`config.mk`:
```
export PLATFORM = sky130hd
export DESIGN_NAME = mac_seq
export DESIGN_NICKNAME = d
export VERILOG_FILES = /design/src/rtl/mac_pkg.sv /design/src/rtl/mac_seq_cnt.sv /design/src/rtl/mac_seq.sv
export SDC_FILE = /design/constraint.sdc
export NUM_CORES = 1
export LEC_CHECK = 0
export CAP_MARGIN = 20
export CORE_ASPECT_RATIO = 1.5
export CORE_MARGIN = 2
export CORE_UTILIZATION = 49
export CTS_CLUSTER_DIAMETER = 40
export DETAILED_ROUTE_END_ITERATION = 7
export MAX_ROUTING_LAYER = met4
export PLACE_DENSITY = 0.79
export RECOVER_POWER = 50
export SYNTH_ARGS = -nofsm -noshare
export SYNTH_HDL_FRONTEND = slang
export SYNTH_HIERARCHICAL = 1
export SYNTH_SLANG_ARGS = --single-unit
```
`constraint.sdc`:
```
create_clock -name clk -period 2.4 [get_ports clk]
set_input_delay 0.6 -clock clk [delete_from_list [all_inputs] [get_ports clk]]
set_output_delay 0.6 -clock clk [all_outputs]
set_load 0.01 [all_outputs]
```
`src/rtl/mac_pkg.sv`:
```
// Shared types and constants for the MAC job sequencer.
// State encoding, MAC load-mode values and the N*N counter width helper.
package mac_pkg;

  typedef enum logic [2:0] {
    ST_IDLE   = 3'd0,
    ST_RST    = 3'd1,
    ST_LOAD_W = 3'd2,
    ST_LOAD_X = 3'd3,
    ST_DRAIN  = 3'd4,
    ST_DONE   = 3'd5
  } state_e;

  localparam logic MAC_MODE_W = 1'b1;
  localparam logic MAC_MODE_X = 1'b0;

  // Width able to hold the values 0..n*n inclusive.
  function automatic int cnt_w(input int n);
    return $clog2(n * n + 1);
  endfunction

endpackage

```
`src/rtl/mac_seq_cnt.sv`:
```
// Loadable up-counter with a terminal-count flag (count equals term_i).
// Load has priority over increment; en_i freezes the count entirely.
module mac_seq_cnt #(
  parameter int CW = 3
) (
  input  logic          clk,
  input  logic          rst_n,
  input  logic          en_i,
  input  logic          load_i,
  input  logic [CW-1:0] load_val_i,
  input  logic          inc_i,
  input  logic [CW-1:0] term_i,
  output logic          tc_o
);

  logic [CW-1:0] cnt_q, cnt_d;

  always_comb begin
    cnt_d = cnt_q;
    if (load_i) begin
      cnt_d = load_val_i;
    end else if (inc_i) begin
      cnt_d = cnt_q + CW'(1);
    end
  end

  always_ff @(posedge clk) begin
    if (!rst_n) begin
      cnt_q <= '0;
    end else if (en_i) begin
      cnt_q <= cnt_d;
    end
  end

  assign tc_o = (cnt_q == term_i);

endmodule

```
`src/rtl/mac_seq.sv`:
```
// Job sequencer feeding the systolic MAC load port: address reset, weight and
// input streaming from the host handshake, then result collection with timeout.
module mac_seq
  import mac_pkg::*;
#(
  parameter int W    = 8,
  parameter int N    = 2,
  parameter int TO_W = 4
) (
  input  logic         clk,
  input  logic         rst_n,
  input  logic         ena,
  input  logic         start_i,
  input  logic         reuse_w_i,
  input  logic         in_v_i,
  input  logic [W-1:0] in_data_i,
  output logic         in_rdy_o,
  output logic         mac_data_v_o,
  output logic         mac_data_mode_o,
  output logic         mac_data_rst_o,
  output logic [W-1:0] mac_data_o,
  input  logic         mac_result_v_i,
  input  logic [W-1:0] mac_result_i,
  output logic         out_v_o,
  output logic [W-1:0] out_data_o,
  output logic         busy_o,
  output logic         done_o,
  output logic         err_to_o
);

  localparam int CW = cnt_w(N);
  localparam logic [CW-1:0] NN_M1 = CW'(N * N - 1);
  // Fires on the idle cycle that would take the timeout count to all-ones.
  localparam logic [TO_W-1:0] TO_TERM = {{(TO_W - 1){1'b1}}, 1'b0};

  state_e state_q, state_d;
  logic reuse_q, reuse_d;
  logic err_q, err_d;
  logic res_full_q, res_full_d;
  logic mac_v_q, mac_v_d;
  logic mode_q, mode_d;
  logic mrst_q, mrst_d;
  logic [W-1:0] mdata_q, mdata_d;
  logic out_v_q, out_v_d;
  logic [W-1:0] out_data_q, out_data_d;
  logic busy_q, busy_d;
  logic done_q, done_d;

  logic loading, accept, start_acc, counted;
  logic byte_tc, res_tc, to_tc;
  logic byte_load, res_inc, to_load, to_inc;

  assign loading   = (state_q == ST_LOAD_W) || (state_q == ST_LOAD_X);
  assign in_rdy_o  = ena && loading;
  assign accept    = in_v_i && in_rdy_o;
  assign start_acc = (state_q == ST_IDLE) && start_i;
  assign counted   = mac_result_v_i && (loading || (state_q == ST_DRAIN));
  assign byte_load = start_acc || (accept && byte_tc);
  assign res_inc   = counted && !res_full_q;
  assign to_load   = (state_q != ST_DRAIN) || mac_result_v_i;
  assign to_inc    = (state_q == ST_DRAIN);

  mac_seq_cnt #(.CW(CW)) u_byte_cnt (
    .clk        (clk),
    .rst_n      (rst_n),
    .en_i       (ena),
    .load_i     (byte_load),
    .load_val_i ('0),
    .inc_i      (accept),
    .term_i     (NN_M1),
    .tc_o       (byte_tc)
  );

  mac_seq_cnt #(.CW(CW)) u_res_cnt (
    .clk        (clk),
    .rst_n      (rst_n),
    .en_i       (ena),
    .load_i     (start_acc),
    .load_val_i ('0),
    .inc_i      (res_inc),
    .term_i     (NN_M1),
    .tc_o       (res_tc)
  );

  mac_seq_cnt #(.CW(TO_W)) u_to_cnt (
    .clk        (clk),
    .rst_n      (rst_n),
    .en_i       (ena),
    .load_i     (to_load),
    .load_val_i ('0),
    .inc_i      (to_inc),
    .term_i     (TO_TERM),
    .tc_o       (to_tc)
  );

  // Results can complete during the load phases; the flag lets DRAIN exit at once.
  assign res_full_d = start_acc ? 1'b0 : (res_full_q || (res_inc && res_tc));

  always_comb begin
    state_d = state_q;
    reuse_d = reuse_q;
    err_d   = err_q;
    case (state_q)
      ST_IDLE: begin
        if (start_i) begin
          state_d = ST_RST;
          reuse_d = reuse_w_i;
          err_d   = 1'b0;
        end
      end
      ST_RST:    state_d = reuse_q ? ST_LOAD_X : ST_LOAD_W;
      ST_LOAD_W: if (accept && byte_tc) state_d = ST_LOAD_X;
      ST_LOAD_X: if (accept && byte_tc) state_d = ST_DRAIN;
      ST_DRAIN: begin
        if (res_full_q || (counted && res_tc)) begin
          state_d = ST_DONE;
        end else if (!mac_result_v_i && to_tc) begin
          state_d = ST_DONE;
          err_d   = 1'b1;
        end
      end
      ST_DONE:   state_d = ST_IDLE;
      default:   state_d = ST_IDLE;
    endcase

    mac_v_d    = accept;
    mdata_d    = accept ? in_data_i : mdata_q;
    mode_d     = accept ? ((state_q == ST_LOAD_W) ? MAC_MODE_W : MAC_MODE_X) : mode_q;
    mrst_d     = (state_d == ST_RST);
    busy_d     = (state_d != ST_IDLE);
    done_d     = (state_d == ST_DONE);
    out_v_d    = mac_result_v_i;
    out_data_d = mac_result_v_i ? mac_result_i : out_data_q;
  end

  always_ff @(posedge clk) begin
    if (!rst_n) begin
      state_q    <= ST_IDLE;
      reuse_q    <= 1'b0;
      err_q      <= 1'b0;
      res_full_q <= 1'b0;
      mac_v_q    <= 1'b0;
      mode_q     <= 1'b0;
      mrst_q     <= 1'b0;
      mdata_q    <= '0;
      out_v_q    <= 1'b0;
      out_data_q <= '0;
      busy_q     <= 1'b0;
      done_q     <= 1'b0;
    end else if (ena) begin
      state_q    <= state_d;
      reuse_q    <= reuse_d;
      err_q      <= err_d;
      res_full_q <= res_full_d;
      mac_v_q    <= mac_v_d;
      mode_q     <= mode_d;
      mrst_q     <= mrst_d;
      mdata_q    <= mdata_d;
      out_v_q    <= out_v_d;
      out_data_q <= out_data_d;
      busy_q     <= busy_d;
      done_q     <= done_d;
    end
  end

  assign mac_data_v_o    = mac_v_q;
  assign mac_data_mode_o = mode_q;
  assign mac_data_rst_o  = mrst_q;
  assign mac_data_o      = mdata_q;
  assign out_v_o         = out_v_q;
  assign out_data_o      = out_data_q;
  assign busy_o          = busy_q;
  assign done_o          = done_q;
  assign err_to_o        = err_q;

endmodule

```
Fig. 1: run 1, floorplan with the power grid
Pins as bars on the die edge.
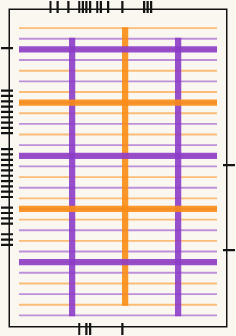
| net | colour |
|---|---|
| VDD | orange |
| VSS | purple |
signal pins: 47
met4 straps: 3
rows: 27
worst vdd ir: 0.489 mV
die y size: 80.8 um
Placeable Area: 3720 um2
x dimension of the die: 55.2 um

Fig. 2: run 1, cell classes on the final placement
The bar under the picture is 20 um long.
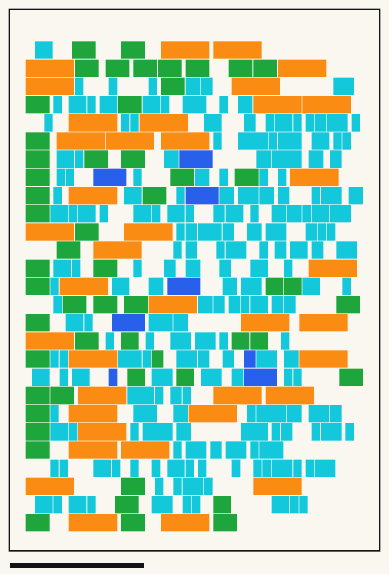
| class | colour | cells | share of their area |
|---|---|---|---|
| remaining buffers and delay cells | green | 54 | 20% |
| clock drivers and dummy loads | blue | 8 | 3.6% |
| sequential cells | orange | 38 | 30% |
| combinational and other logic | cyan | 202 | 46% |

Fig. 3: run 1, clock distribution
The bar under the picture is 20 um long.
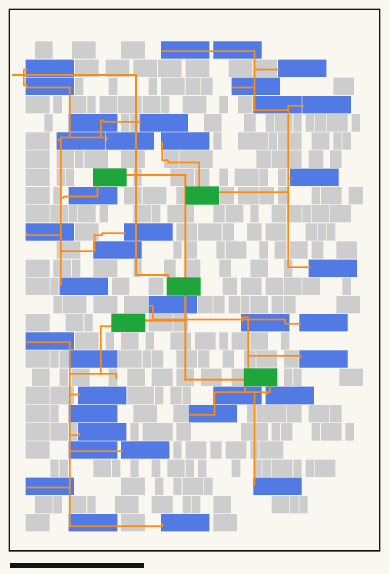
[clock wires] orange | length: 465 um
[clock drivers] green | count: 5
[flip-flops] blue | count: 38
routed clock nets: 6
flops lie: all over the die

==> metrics.cfg, run 1 <==
[yosys]
yosys.cell_types.count=48
yosysTopAreaCell=sky130_fd_sc_hd__dfxtp_1
ys_cells=232
synth-async-reset-ratio_pct=0
post_synth_instance_area_um2=1930
most_common_cell=sky130_fd_sc_hd__nand2_1
netlist_top_cells_count=sky130_fd_sc_hd__nand2_1, sky130_fd_sc_hd__dfxtp_1, sky130_fd_sc_hd__a21boi_0, sky130_fd_sc_hd__nor2_1, sky130_fd_sc_hd__xor2_1
yosys_warnings=6
post_synth_main_area_contributors=sky130_fd_sc_hd__dfxtp_1, sky130_fd_sc_hd__nand2_1, sky130_fd_sc_hd__a21boi_0
edff_count_synth=0
synth_seq_share_pct=39.5
post_synth.cell_area_avg_um2=8.31
postSynthRegisterBits=38
instance_tally_after_logic_synthesis=232
synth_chip_area_um2=1930

[cells_and_area]
nonClockInverterCount=8
sh_comb_area_pct=43.9
clock_buffer_cells=7
seq_area_share_pct=29.4
instances_no_fill=345
area_dominant_class=combinational gates
layout-drive-gt1-share_pct=8.94
comb_area_um2=1130
nFlopsAndLatches=38
comb.multi_input.count=194
clockNetworkAreaShare_pct=3.53
final_design_area_no_fill_um2=2580
final_util_pct=69.6
layout-area-overhead-vs-synth_pct=34.2
area.sequential_um2=761
num-nets-final=327
layout.non_clock_buffers=54
n_fill_cell=327

[hold_path]
hold_path_class=register to register
holdPathEnd=out_data_o[6]
timing.hold.worst_path_depth=2

[route]
drt-vias-per-instance=5.18
routed_wl_um=4230
topRoutingLayerUsed=met4
post-route-drc-count=0
met1_length_um=1750
dr_wl_met2_um=2160
drt.antenna.violating_nets=0
detail_route.first_pass.iterations=4
met3WireLength_um=223
num_vias=1786
routedWlPerCell_um=12.2
detailedRoute.firstIterationViolations=56

[cts]
clk_root_buffer_cell=sky130_fd_sc_hd__clkbuf_8
clock_sinks=38
cts_post_setup_buffers_inserted=0
cts_resized=1
clock_tree.htree_level_count=2
number_of_buffers_between_clock_root_and_the_deepest_sink=2
cts_tree=yes
postCtsHoldBufs=0
cts_inserted_buffers=5
worst_setup_hold_path_clk_slew_ns=0.07
clkLatencyLatePin_ns=0.28

[final_timing]
timing.final.max_slew_violations=0
layout_setup_ws_ns=0.170
post_route_hold_slack_ns=0.460
fmax_achieved_ghz=0.449
setup_repair_after_global_routing_missed_its_margin=false
finalSetupTns_ns=0
final_min_period_over_clock_period_pct=92.9
clock_skew_ns=0.00273
hold_violations=0
layout_min_cycle_time_ns=2.23
setup_violations=0

[critical_path]
critical_path.reg2reg.endpoint=u_res_cnt/cnt_q[0]
regToRegStartpoint=state_q[2]
critPathLaunchType=primary input
critPathLaunch=ena
cp_slowest_stage_delay_ns=0.51
timing.critical_path.cells=clkdlybuf4s50_1 -> inv_1 -> nor3_1 -> clkbuf_2
cell_class_contributing_the_biggest_share_of_worst_path_delay=buffers and inverters
worst-path-stages=4
timing_worst_setup_path_type=primary input to output port
critical_path.endpoint_type=output port
reg2reg_depth=6
critical_path.max_fanout=2
critical_path.slowest_cell=sky130_fd_sc_hd__clkdlybuf4s50_1
rrSetupSlack_ns=0.42
critPathArrivalTime_ns=1.63
crit_path_end=in_rdy_o
critical_path.n_buffers_inverters=3

[global_routing]
grt_util_met2_pct=35.5
overflow=0
grt-busiest-layer=met2
global_routing_met1_resource_utilization_pct=22.1
all_layer_global_routing_usage_pct=20.9
grt_util_met3_pct=6.05
grt_pass1_wl_um=7230
first_global_vias=1677
grt_antenna_before_repair=0

[placed_design]
numPlacedInstances=337
gp_congestion=0.823
postPlaceCellArea_um2=2510
io_buffers=46
detailed_place_hpwl_um=3130
pre_cts_ws_ns=-0.200

[pwr]
cellLeakagePower_nw=1.13
total_power_draw_mw=1.34

[run]
openroad_warning_count=26
cap_viol_max_count=0

[die]
initial_utilization_pct=51.9
tap_cells=43
die_area_um2=4460
rows=27

[run_status]
run_status=finished, final reports clean

==> run 1: kinds of logic (layout without fill, tap and decap cells) <==
logic type | Yosys count | count (layout) | share of synthesized area, %
flops | 38 | 38 | 39.5
other cells | 2 | 20 | 0.390
fa+ha+maj | 3 | 3 | 1.95
buf+inv | 18 | 70 | 4.67
simple gates | 97 | 97 | 24.6
xor+xnor | 10 | 10 | 4.55
mux | 7 | 7 | 3.77
compound gates | 57 | 57 | 20.6
==> run 1: cell usage in the layout, fill, tap and decap left out, types with 7 or more instances in the layout <==
| master | Yosys | final |
|---|---|---|
| sky130_fd_sc_hd__a21boi_0 | 19 | 19 |
| sky130_fd_sc_hd__a31oi_1 | 7 | 7 |
| sky130_fd_sc_hd__buf_4 | 1 | 8 |
| sky130_fd_sc_hd__clkdlybuf4s50_1 | 0 | 21 |
| sky130_fd_sc_hd__conb_1 | 2 | 20 |
| sky130_fd_sc_hd__dfxtp_1 | 38 | 38 |
| sky130_fd_sc_hd__dlygate4sd3_1 | 0 | 24 |
| sky130_fd_sc_hd__inv_1 | 7 | 7 |
| sky130_fd_sc_hd__nand2_1 | 48 | 48 |
| sky130_fd_sc_hd__nand3_1 | 7 | 7 |
| sky130_fd_sc_hd__nor2_1 | 14 | 14 |
| sky130_fd_sc_hd__o21ai_0 | 7 | 7 |
| sky130_fd_sc_hd__xor2_1 | 10 | 10 |
==> run 1: state kept, by name (all words and copies together) (netlist names), 3 cells and up <==
| signal | count |
|---|---|
| state_q | 3 |
| u_byte_cnt/cnt_q | 3 |
| u_res_cnt/cnt_q | 3 |
| mac_data_o | 8 |
| out_data_o | 8 |
| u_to_cnt/cnt_q | 4 |
==> run 1: power breakdown <==
group          internal (mW)  switching, mW  total, mW
registers              0.656         0.0245      0.681
clock network          0.232          0.216      0.447
logic                  0.114          0.100      0.214
## Run 2: what changed since run 1
--- a/config.mk
+++ b/config.mk
@@ -8,12 +8,12 @@
 export CAP_MARGIN = 20
 export CORE_ASPECT_RATIO = 1.5
 export CORE_MARGIN = 2
-export CORE_UTILIZATION = 49
+export CORE_UTILIZATION = 35
 export CTS_CLUSTER_DIAMETER = 40
 export DETAILED_ROUTE_END_ITERATION = 7
 export MAX_ROUTING_LAYER = met4
-export PLACE_DENSITY = 0.79
 export RECOVER_POWER = 50
+export SLEW_MARGIN = 5
 export SYNTH_ARGS = -nofsm -noshare
 export SYNTH_HDL_FRONTEND = slang
 export SYNTH_HIERARCHICAL = 1
==> constraint.sdc (replaced) <==
create_clock -name clk -period 2.7 [get_ports clk]
set_input_delay 0.675 -clock clk [delete_from_list [all_inputs] [get_ports clk]]
set_output_delay 0.675 -clock clk [all_outputs]
set_load 0.01 [all_outputs]
Fig. 4: run 2, clock wiring as the flow saved it
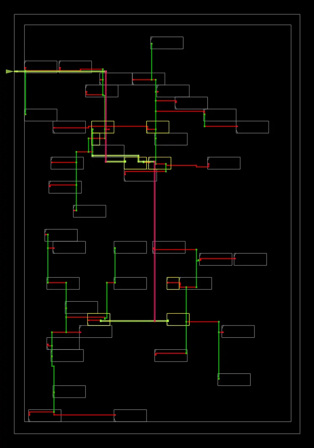
Clock buffer cells: 6
clock latency on the worst-skew pair: 0.29 ns
sequential cell count: 38
number of sinks driven by the clock tree: 38

==> run 2 against run 1 <==
Combinational power fell by 13%. Non-clock buffer count is 1 lower. Count of clock-buffer cells in the layout down 1. Sequential share of layout area is 0.45 points lower. Clock power is 8.1% lower. Setup slack better by 0.051 ns. Clock skew increased by 0.0040 ns. Register-to-register slack gained 0.29 ns. Final cell count grew 7.5%. Core utilization is 21 points lower. Routed wire length hardly changed. Via count fell by 3.8%. Critical path type unchanged. Largest power group unchanged.
==> metrics.cfg, run 2 <==
[run_status]
run_status=finished, final reports clean

[route]
drt.antenna.violating_nets=0
post-route-drc-count=0
routed_wl_um=4230
drt-vias-per-instance=4.63
detailedRoute.firstIterationViolations=51
routedWlPerCell_um=11.4

[cts]
cts_inserted_buffers=5
cts_tree=yes
number_of_buffers_between_clock_root_and_the_deepest_sink=2
cts_resized=1
cts_post_setup_buffers_inserted=0
clock_tree.htree_level_count=2
clk_root_buffer_cell=sky130_fd_sc_hd__clkbuf_8
postCtsHoldBufs=0

[die]
rows=33
die_area_um2=6130
initial_utilization_pct=35.6
die_h_um=94.9
die_width_um=64.6

[critical_path]
critPathLaunchType=primary input
critical_path.slowest_cell=sky130_fd_sc_hd__clkdlybuf4s50_1
cp_slowest_stage_delay_ns=0.48
worst-path-stages=4
timing_worst_setup_path_type=primary input to output port
rrSetupSlack_ns=0.71
critical_path.max_fanout=2
crit_path_end=in_rdy_o
reg2reg_depth=5
critical_path.endpoint_type=output port
critPathLaunch=ena
critPathArrivalTime_ns=1.80
cell_class_contributing_the_biggest_share_of_worst_path_delay=buffers and inverters
critical_path.reg2reg.endpoint=u_to_cnt/cnt_q[2]

[run]
openroad_warning_count=26
cap_viol_max_count=0

[cells_and_area]
comb_area_um2=1140
n_fill_cell=553
lay_top_count=sky130_fd_sc_hd__nand2_1
layout-drive-gt1-share_pct=8.97
final_util_pct=48.5
num-nets-final=326
area.sequential_um2=761
instances_no_fill=371

[pwr]
total_power_draw_mw=1.20
cellLeakagePower_nw=1.13

[global_routing]
all_layer_global_routing_usage_pct=15.3
grt_pass1_wl_um=7250
grt_antenna_before_repair=0
first_global_vias=1636

[final_timing]
clock_skew_ns=0.00668
fmax_achieved_ghz=0.403
final_min_period_over_clock_period_pct=91.8
hold_violations=0
setup_violations=0

[yosys]
yosysTopAreaCell=sky130_fd_sc_hd__dfxtp_1
instance_tally_after_logic_synthesis=232
synth_seq_share_pct=39.5
netlist_top_cells_count=sky130_fd_sc_hd__nand2_1, sky130_fd_sc_hd__dfxtp_1, sky130_fd_sc_hd__a21boi_0, sky130_fd_sc_hd__nor2_1, sky130_fd_sc_hd__xor2_1
post_synth.cell_area_avg_um2=8.31
edff_count_synth=0
postSynthRegisterBits=38
post_synth_instance_area_um2=1930
most_common_cell=sky130_fd_sc_hd__nand2_1
ys_cells=232

[placed_design]
numPlacedInstances=363
io_buffers=46
gp_congestion=0.818

[hold_path]
timing.hold.worst_path_depth=2
hold_path_class=register to register

## run 2: where the power goes
| group | internal, mW | switching [mW] | leakage [nW] |
|---|---|---|---|
| clock network | 0.205 | 0.205 | 0.0472 |
| logic | 0.0995 | 0.0870 | 0.775 |
| registers | 0.583 | 0.0217 | 0.310 |
| total | 0.888 | 0.314 | 1.13 |
## run 2: kinds of logic (layout without fill, tap and decap cells)
family	count (synthesis)	count (layout)	synth area share, %
and+or+nand+nor	97	97	24.6
DFF	38	38	39.5
muxes	7	7	3.77
AOI/OAI and AO/OA	57	57	20.6
adders and majority gates	3	3	1.95
buffers and inverters	18	69	4.67
other	2	20	0.390
xor gates and xnor gates	10	10	4.55
## run 2: worst reg2reg max path, delay by kind of cell (launching register included)
family	cells	cell delay, ns
and+or+nand+nor	2	0.84
DFF	1	0.54
AOI/OAI and AO/OA	3	0.56
## run 2: through the flow
step / hold slack, ns / setup slack (ns) / setup TNS (ns) / instance area (um2)
final: 0.464 / 0.221 / 0 / 2630
after global routing: 0.493 / 0.107 / 0 / 2630
after CTS: 0.469 / 0.188 / 0 / 2630
after detailed placement: 0.460 / -0.0881 / -0.0881 / 2530
after global placement: 0.453 / -0.0927 / -0.0927 / 2530
after floorplan: 0.466 / 0.484 / 0 / 1990
## run 2: routing by layer
layer	GRT usage [%]	up-vias	share of wire [%]
met3	4.17	4	5.5
met1	17.0	764	44
met5	-	-	0
met4	4.79	0	1.3
met2	26.6	36	50
li1	-	915	-
## run 2: layout make-up
class / count / share of cell area (%)
clock buffer: 6 / 3.15
clock inverter: 2 / 0.477
inverter: 8 / 1.14
multi-input combinational: 194 / 43.6
sequential: 38 / 29.0
tap: 70 / 3.34
timing repair buffer: 53 / 19.4
## Run 3: what changed since run 2
--- a/config.mk
+++ b/config.mk
@@ -5,7 +5,7 @@
 export SDC_FILE = /design/constraint.sdc
 export NUM_CORES = 1
 export LEC_CHECK = 0
-export CAP_MARGIN = 20
+export CAP_MARGIN = 15
 export CORE_ASPECT_RATIO = 1.5
 export CORE_MARGIN = 2
 export CORE_UTILIZATION = 35
Fig. 5: run 3, clock wiring as the flow saved it
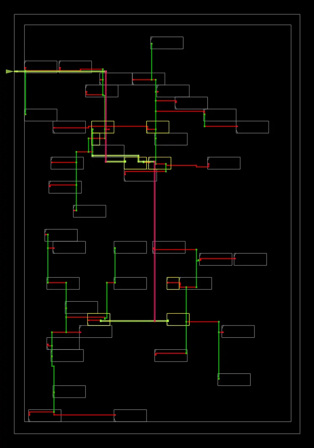
CTS buffer count: 5
clock network power consumption: 0.411 mW
worst clock skew: 0.00668 ns

==> run 3 against run 2 <==
Core utilization stayed put. Setup slack stayed put. Clock power hardly changed. Maximum frequency stayed put. Combinational power hardly changed. Synthesized area stayed put. Via count stayed put. Final cell count stayed put. Sequential power hardly changed. Global-route usage stayed put. Critical path type unchanged.
==> metrics.cfg, run 3 <==
[run_status]
run_status=finished, final reports clean

[route]
detail_route.first_pass.iterations=4
drt-vias-per-instance=4.63
detailedRoute.firstIterationViolations=51
num_vias=1719
drt.antenna.violating_nets=0
routedWlPerCell_um=11.4

[critical_path]
timing_worst_setup_path_type=primary input to output port
critPathArrivalTime_ns=1.80
critical_path.endpoint_type=output port
rrSetupSlack_ns=0.71
critical_path.n_buffers_inverters=3
cell_class_contributing_the_biggest_share_of_worst_path_delay=buffers and inverters
critPathLaunchType=primary input
crit_path_end=in_rdy_o
critical_path.reg2reg.endpoint=u_to_cnt/cnt_q[2]
critical_path.max_fanout=2
critPathLaunch=ena
timing.critical_path.cells=clkdlybuf4s50_1 -> inv_1 -> nor3_1 -> dlygate4sd2_1
cp_slowest_stage_delay_ns=0.48
reg2reg_depth=5

[global_routing]
grt_pass1_wl_um=7250
grt_antenna_before_repair=0
grt_util_met2_pct=26.6
first_global_vias=1636
overflow=0
all_layer_global_routing_usage_pct=15.3
global_routing_met1_resource_utilization_pct=17.0
grt-busiest-layer=met2

[pwr]
power.combinational.fraction_pct=15.5
total_power_draw_mw=1.20
clkPwrFrac_pct=34.2
p_int_mw=0.888
vdd_drop_max_mv=0.361
cellLeakagePower_nw=1.13
power.sequential.fraction_pct=50.3

[placed_design]
io_buffers=46
gp_congestion=0.818
numPlacedInstances=363
detailed_place_hpwl_um=3160

[hold_path]
holdPathEnd=out_data_o[3]
timing.hold.worst_path_depth=2

[cts]
cts_tree=yes
clkLatencyLatePin_ns=0.29
cts_post_setup_buffers_inserted=0
postCtsHoldBufs=0
number_of_buffers_between_clock_root_and_the_deepest_sink=2

[yosys]
most_common_cell=sky130_fd_sc_hd__nand2_1
post_synth.cell_area_avg_um2=8.31
synth-adder-area-share_pct=1.95
postSynthRegisterBits=38
netlist_top_cells_count=sky130_fd_sc_hd__nand2_1, sky130_fd_sc_hd__dfxtp_1, sky130_fd_sc_hd__a21boi_0, sky130_fd_sc_hd__nor2_1, sky130_fd_sc_hd__xor2_1
instance_tally_after_logic_synthesis=232
fraction_of_the_mapped_netlist_area_in_compound_gates_pct=20.6
post_synth_xor_xnor_area_pct=4.55
post_synth_main_area_contributors=sky130_fd_sc_hd__dfxtp_1, sky130_fd_sc_hd__nand2_1, sky130_fd_sc_hd__a21boi_0
synth-async-reset-ratio_pct=0
area_fraction_in_mux_cells_pct=3.77
yosys_warnings=6
post_synth_instance_area_um2=1930
yosys.cell_types.count=48
synth_seq_share_pct=39.5
post_synth_and_or_nand_nor_area_fraction_pct=24.6

[final_timing]
fmax_achieved_ghz=0.403
hold_violations=0
timing.final.max_slew_violations=0
final_min_period_over_clock_period_pct=91.8
layout_min_cycle_time_ns=2.48
setup_violations=0

[cells_and_area]
instances_no_fill=371
layout-drive-gt1-share_pct=8.97
layout-area-overhead-vs-synth_pct=36.2
num-nets-final=326
n_fill_cell=553
lay_top_count=sky130_fd_sc_hd__nand2_1

[die]
rows=33
initial_utilization_pct=35.6
placeableCoreArea_um2=5410
die_h_um=94.9
die_width_um=64.6
die_area_um2=6130

[run]
cap_viol_max_count=0
openroad_warning_count=26

==> run 3: cell families after synthesis <==
| kind of cell | Yosys count |
|---|---|
| DFF | 38 |
| adders and majority gates | 3 |
| other | 2 |
| AOI/OAI and AO/OA | 57 |
| xor gates and xnor gates | 10 |
| muxes | 7 |
| and+or+nand+nor | 97 |
| buffers and inverters | 18 |
==> run 3: power by group through the flow <==
stage / Combinational, mW / Clock (mW) / Sequential, mW
final: 0.186 / 0.411 / 0.605
after CTS: 0.194 / 0.429 / 0.606
after floorplan: 0.109 / 0 / 0.616
after global routing: 0.211 / 0.451 / 0.609
after global placement: 0.191 / 0 / 0.619
after detailed placement: 0.194 / 0 / 0.619
==> run 3: layer usage <==
layer	vias to the layer above	wire length (um)
met5	-	0
met2	36	2100
met3	4	232
met4	0	56
li1	915	-
met1	764	1840
==> run 3: final cells by class <==
class / count / area (um2) / area share (%)
multi-input combinational: 194 / 1140 / 43.6
sequential: 38 / 761 / 29.0
timing repair buffer: 53 / 508 / 19.4
tap: 70 / 87.6 / 3.34
clock buffer: 6 / 82.6 / 3.15
inverter: 8 / 30.0 / 1.14
clock inverter: 2 / 12.5 / 0.477
==> run 3: metrics by stage <==
stage / hold WS, ns / setup TNS (ns) / worst slack [ns] / util [%] / cell area, um2
after floorplan: 0.466 / 0 / 0.484 / - / 1990
after global placement: 0.453 / -0.0927 / -0.0927 / 46.9 / 2530
after detailed placement: 0.460 / -0.0881 / -0.0881 / 46.9 / 2530
after CTS: 0.469 / 0 / 0.188 / 48.6 / 2630
after global routing: 0.493 / 0 / 0.107 / 48.5 / 2630
final: 0.464 / 0 / 0.221 / 48.5 / 2630

==> gallery <==
Routed metal, one colour a layer.
Only two layers are drawn.
image #1
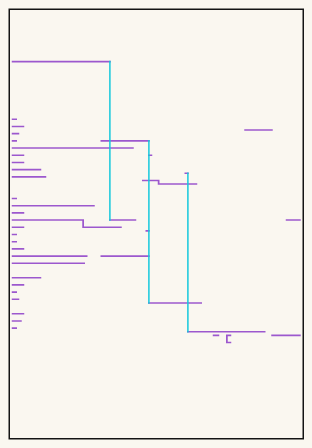
image #2
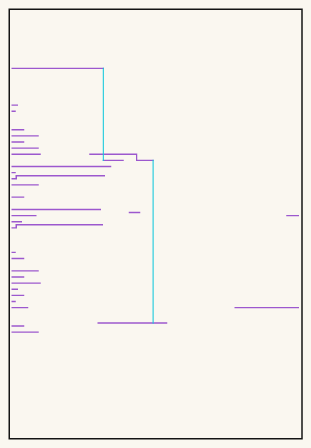
Image #2 comes from run 2.
Image #1 comes from run 1.

No activity file was given, so power comes from the tool's default toggle rates.
